--- config.mk ---
export PLATFORM = sky130hd
export DESIGN_NAME = lsu_align
export DESIGN_NICKNAME = d
export VERILOG_FILES = /design/src/rtl/lsu_align.sv
export SDC_FILE = /design/constraint.sdc
export NUM_CORES = 1
export LEC_CHECK = 0
export CAP_MARGIN = 10
export CORE_MARGIN = 3
export CORE_UTILIZATION = 37
export CTS_CLUSTER_DIAMETER = 200
export CTS_CLUSTER_SIZE = 28
export DETAILED_ROUTE_END_ITERATION = 6
export GPL_TIMING_DRIVEN = 0
export PLACE_DENSITY = 0.81
export SLEW_MARGIN = 20
export SYNTH_ARGS = -nofsm -noshare
export SYNTH_HDL_FRONTEND = slang
export SYNTH_SLANG_ARGS = --single-unit
--- constraint.sdc ---
create_clock -name clk -period 2.3 [get_ports clk]
set_input_delay 0.23 -clock clk [delete_from_list [all_inputs] [get_ports clk]]
set_output_delay 0.23 -clock clk [all_outputs]
set_load 0.01 [all_outputs]
--- src/rtl/lsu_align.sv ---
// Load/store alignment unit sitting in front of a word-organised, byte-enabled data memory.
// Maps RV32I loads/stores onto lanes, waits out the read latency and extends the load result.
module lsu_align #(
    parameter int MEMORY_SIZE  = 12288,
    parameter int ADDR_WIDTH   = $clog2(MEMORY_SIZE),
    parameter int READ_LATENCY = 2
) (
    input  logic                  clk,
    input  logic                  rst,
    input  logic                  req_valid,
    input  logic                  req_we,
    input  logic [2:0]            req_funct3,
    input  logic [31:0]           req_addr,
    input  logic [31:0]           req_wdata,
    output logic                  req_ready,
    output logic [ADDR_WIDTH-1:0] mem_addr,
    output logic                  mem_we,
    output logic                  mem_re,
    output logic [3:0]            mem_byteena,
    output logic [31:0]           mem_wdata,
    input  logic [31:0]           mem_rdata,
    output logic                  resp_valid,
    output logic [31:0]           resp_rdata,
    output logic                  resp_fault
);

    localparam logic [1:0] S_IDLE = 2'd0;
    localparam logic [1:0] S_WAIT = 2'd1;
    localparam logic [1:0] S_RESP = 2'd2;

    localparam logic [1:0] WAIT_INIT = 2'(READ_LATENCY - 1);

    logic [1:0]  state;
    logic [1:0]  wait_cnt;
    logic [2:0]  ld_funct3;
    logic [1:0]  ld_off;
    logic [1:0]  off;
    logic        accept;
    logic        out_of_range;
    logic        misaligned;
    logic        illegal;
    logic        fault;
    logic [31:0] shifted;
    logic [31:0] load_result;

    assign req_ready = (state == S_IDLE);
    assign accept    = req_valid && req_ready;
    assign off       = req_addr[1:0];
    assign mem_addr  = req_addr[ADDR_WIDTH-1:0];

    // funct3[1:0] encodes access size for both loads and stores; funct3[2] is the unsigned bit for loads.
    always_comb begin
        out_of_range = (req_addr >= 32'(MEMORY_SIZE));
        misaligned   = 1'b0;
        case (req_funct3[1:0])
            2'b01:   misaligned = req_addr[0];
            2'b10:   misaligned = |req_addr[1:0];
            default: misaligned = 1'b0;
        endcase
        if (req_we)
            illegal = (req_funct3 >= 3'b011);
        else
            illegal = (req_funct3 == 3'b011) || (req_funct3[2:1] == 2'b11);
        fault = out_of_range || misaligned || illegal;
    end

    always_comb begin
        mem_we      = 1'b0;
        mem_re      = 1'b0;
        mem_byteena = 4'b0000;
        case (req_funct3[1:0])
            2'b00:   mem_wdata = {4{req_wdata[7:0]}};
            2'b01:   mem_wdata = {2{req_wdata[15:0]}};
            default: mem_wdata = req_wdata;
        endcase
        if (accept && !fault) begin
            if (req_we) begin
                mem_we = 1'b1;
                case (req_funct3[1:0])
                    2'b00:   mem_byteena = 4'b0001 << off;
                    2'b01:   mem_byteena = 4'b0011 << off;
                    default: mem_byteena = 4'b1111;
                endcase
            end else begin
                mem_re = 1'b1;
            end
        end
    end

    always_comb begin
        shifted = mem_rdata >> {ld_off, 3'b000};
        case (ld_funct3)
            3'b000:  load_result = {{24{shifted[7]}}, shifted[7:0]};
            3'b001:  load_result = {{16{shifted[15]}}, shifted[15:0]};
            3'b100:  load_result = {24'h000000, shifted[7:0]};
            3'b101:  load_result = {16'h0000, shifted[15:0]};
            default: load_result = shifted;
        endcase
    end

    // resp_valid is set on every entry into RESP and cleared on leaving it, so it mirrors that state.
    always_ff @(posedge clk) begin
        if (rst) begin
            state      <= S_IDLE;
            wait_cnt   <= 2'd0;
            ld_funct3  <= 3'b000;
            ld_off     <= 2'b00;
            resp_valid <= 1'b0;
            resp_rdata <= 32'h0;
            resp_fault <= 1'b0;
        end else begin
            resp_valid <= 1'b0;
            case (state)
                S_IDLE: begin
                    if (req_valid) begin
                        if (fault || req_we) begin
                            state      <= S_RESP;
                            resp_valid <= 1'b1;
                            resp_fault <= fault;
                            resp_rdata <= 32'h0;
                        end else begin
                            state     <= S_WAIT;
                            ld_funct3 <= req_funct3;
                            ld_off    <= off;
                            wait_cnt  <= WAIT_INIT;
                        end
                    end
                end
                S_WAIT: begin
                    if (wait_cnt == 2'd0) begin
                        state      <= S_RESP;
                        resp_valid <= 1'b1;
                        resp_fault <= 1'b0;
                        resp_rdata <= load_result;
                    end else begin
                        wait_cnt <= wait_cnt - 2'd1;
                    end
                end
                default: begin
                    state <= S_IDLE;
                end
            endcase
        end
    end

endmodule

### M1 wires

The bar under the picture is 20 microns long. Cells faint in the background.
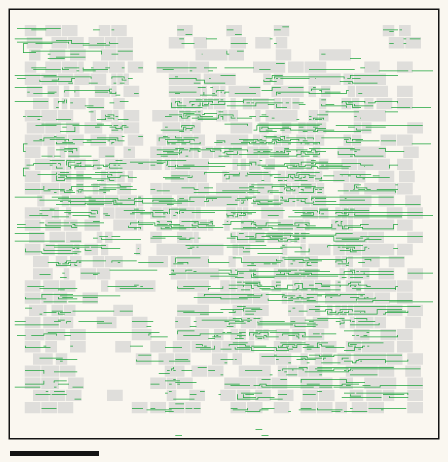
share of all routed wire: 35%
longest straight run: 25.3 microns
Vias: 3540
global routing usage on met1: 24.9%

### Met2 routing

The bar under the picture is 20 microns long. Cells faint in the background.
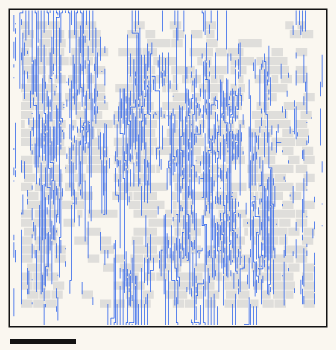
wire length on this layer: 5740 microns
nets with wire on the layer: 596
routed wire length: 11.6 mm
M2 GR Usage: 43.4%

==> flow_summary.ini <==
; synthesis and place-and-route metrics
[run_status]
run_status = completed

[sta]
max_slew_margin_pct = 57.3
fin_crit_ns = 2.25
drv_slew = 0
hold_viol_final = 0
tightest_slew_ns = 0.640
fin_crit_sh_pct = 97.7

[final_layout]
most-common-layout-cells = clkdlybuf4s50_1, nand2_1, dfxtp_1
nFillCells = 650
fin_util_pct = 66.8
fin_area_sq_um = 5190
layout_top_cell = clkdlybuf4s50_1

[route]
wl_per_cell_microns = 17.5
drc = 0
viasPerCell = 5.34
first_pass_iters = 4
antenna_left = 0

[setup_path]
cp_top_family = buffers and inverters
cp.arrival_ns = 2.02
crit_fanout = 4
path_cells = clkdlybuf4s50_1 > nor4_2 > nand4_1 > buf_6 > buf_4 > nor4_4 > dlygate4sd2_1
critPathKind = input port to output port
crit_path_end_kind = output port
max_stage_delay_ns = 0.41
crit_start = req_addr[22]
start_kind = input port

[synth]
top_logic_kind = AND-OR/OR-AND gates
ys_seq_elements = 43
yosysTopAreaCellShare_pct = 28.9
yosys_warnings = 0
synthArstFlopShare_pct = 0
ys_cells = 364
most_common_cell = nand2_1
synth.mux.area_fraction_pct = 11.8
synth_area_sq_um = 2980
synthTopCellsByArea = dfxtp_1, mux2i_1, nand2_1
ys_seq_share_pct = 28.9
ff_type = dfxtp_1
simple_gate_area_share_pct = 19.4
adder_share_pct = 2.10

[power]
p_clk_share_pct = 24.4
ir_drop_v = 0.000168
power_leader = registers
power_frac_comb_pct = 33.4
p_seq_share_pct = 42.2
seq_cell_power_mw = 0.749
p_int_mw = 1.30
power.density_nw_per_um2 = 342
leakage_nw = 2.08
p_switching_mw = 0.473

[global_routing]
grt_pass1_vias = 3511
antenna_found_initial = 1
grt_max_degree = 12
grt_util_all_layers_pct = 24.0
overflow = 0
grt_pass1_wl_mm = 17.1

[floorplanning]
die_w_microns = 95.7
ios = 190
chipArea_sq_um = 9160
die_h_microns = 95.7

[place]
placed_area_sq_um = 4900
dp_hpwl_mm = 9.36
place.gp.congestion = 0.898

[job]
cap_violations = 0

[hold_path]
hold_start = req_funct3[0]
hold_path.class = input port to register

[cts]
cts_tree = done
htree_levels = 2
insertion_delay_ns = 0.29
cts_buffers = 5
### M3 wires

The bar under the picture is 20 microns long. Cells faint in the background.
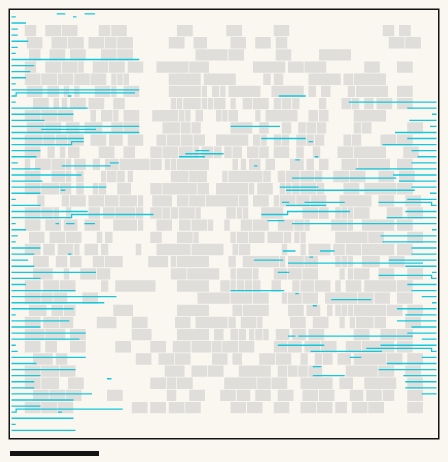
longest straight run: 32.0 microns
wire length on this layer: 1370 microns
main direction: horizontal
met3 Use GR: 8.21%

[cell type report]
type | count | area share (%)
diodes | 1 | 0.0482
plain buffers | 46 | 5.50
clock buffers | 6 | 1.40
inverters | 9 | 0.651
multi-input cells | 264 | 37.0
flip-flops and latches | 43 | 16.6
well taps | 102 | 2.46
repair buffers | 192 | 36.4
[stage by stage]
stage,cells,setup TNS [ns],hold WS (ns),setup slack (ns)
2_1_floorplan,364,0,0.377,0.286
3_3_place_gp,645,-42.60,0.456,-1.09
6_report,663,0,0.296,0.0530
5_1_grt,663,-0.292,0.344,-0.0367
4_1_cts,655,-0.0657,0.429,-0.0378
3_5_place_dp,645,-41.15,0.463,-1.09
[path summary, 6_finish.rpt]
kind	to	slack, ns	depth (start not counted)
max reg2reg	resp_rdata[17]$_SDFFE_PP0P_	0.24	8
min	ld_funct3[0]$_SDFFE_PP0P_	0.30	3
min reg2reg	resp_rdata[9]$_SDFFE_PP0P_	0.48	2
max	mem_re	0.05	7
[worst register-to-register path: cells and delay by family, from the launching register on]
kind            cells  cell delay, ns
simple gates        1            0.12
fa+ha+maj           1            0.24
buf+inv             3            0.55
compound gates      3            0.77
flops               1            0.33
[flip-flops by register name (all words and copies together), names as in the netlist]
register,flops
resp_valid,1
resp_fault,1
wait_cnt,2
ld_off,2
state,2
resp_rdata,32
ld_funct3,3
[timing repair]
item                                   4_1_cts  5_1_grt
setup endpoints to repair                   70       58
setup buffers                                6        6
resized                                     28       36
hold buffers                                 0        0
endpoints found under the hold margin        0        0
cloned                                       0        1
pin swaps                                    6        6
[routing by layer]
metal	routed length (microns)	up-vias	global-route usage [%]
met5	0	-	0
li1	-	1701	-
met2	5740	191	43.4
met1	4020	1619	24.9
met3	1370	29	8.21
met4	478	0	10.8
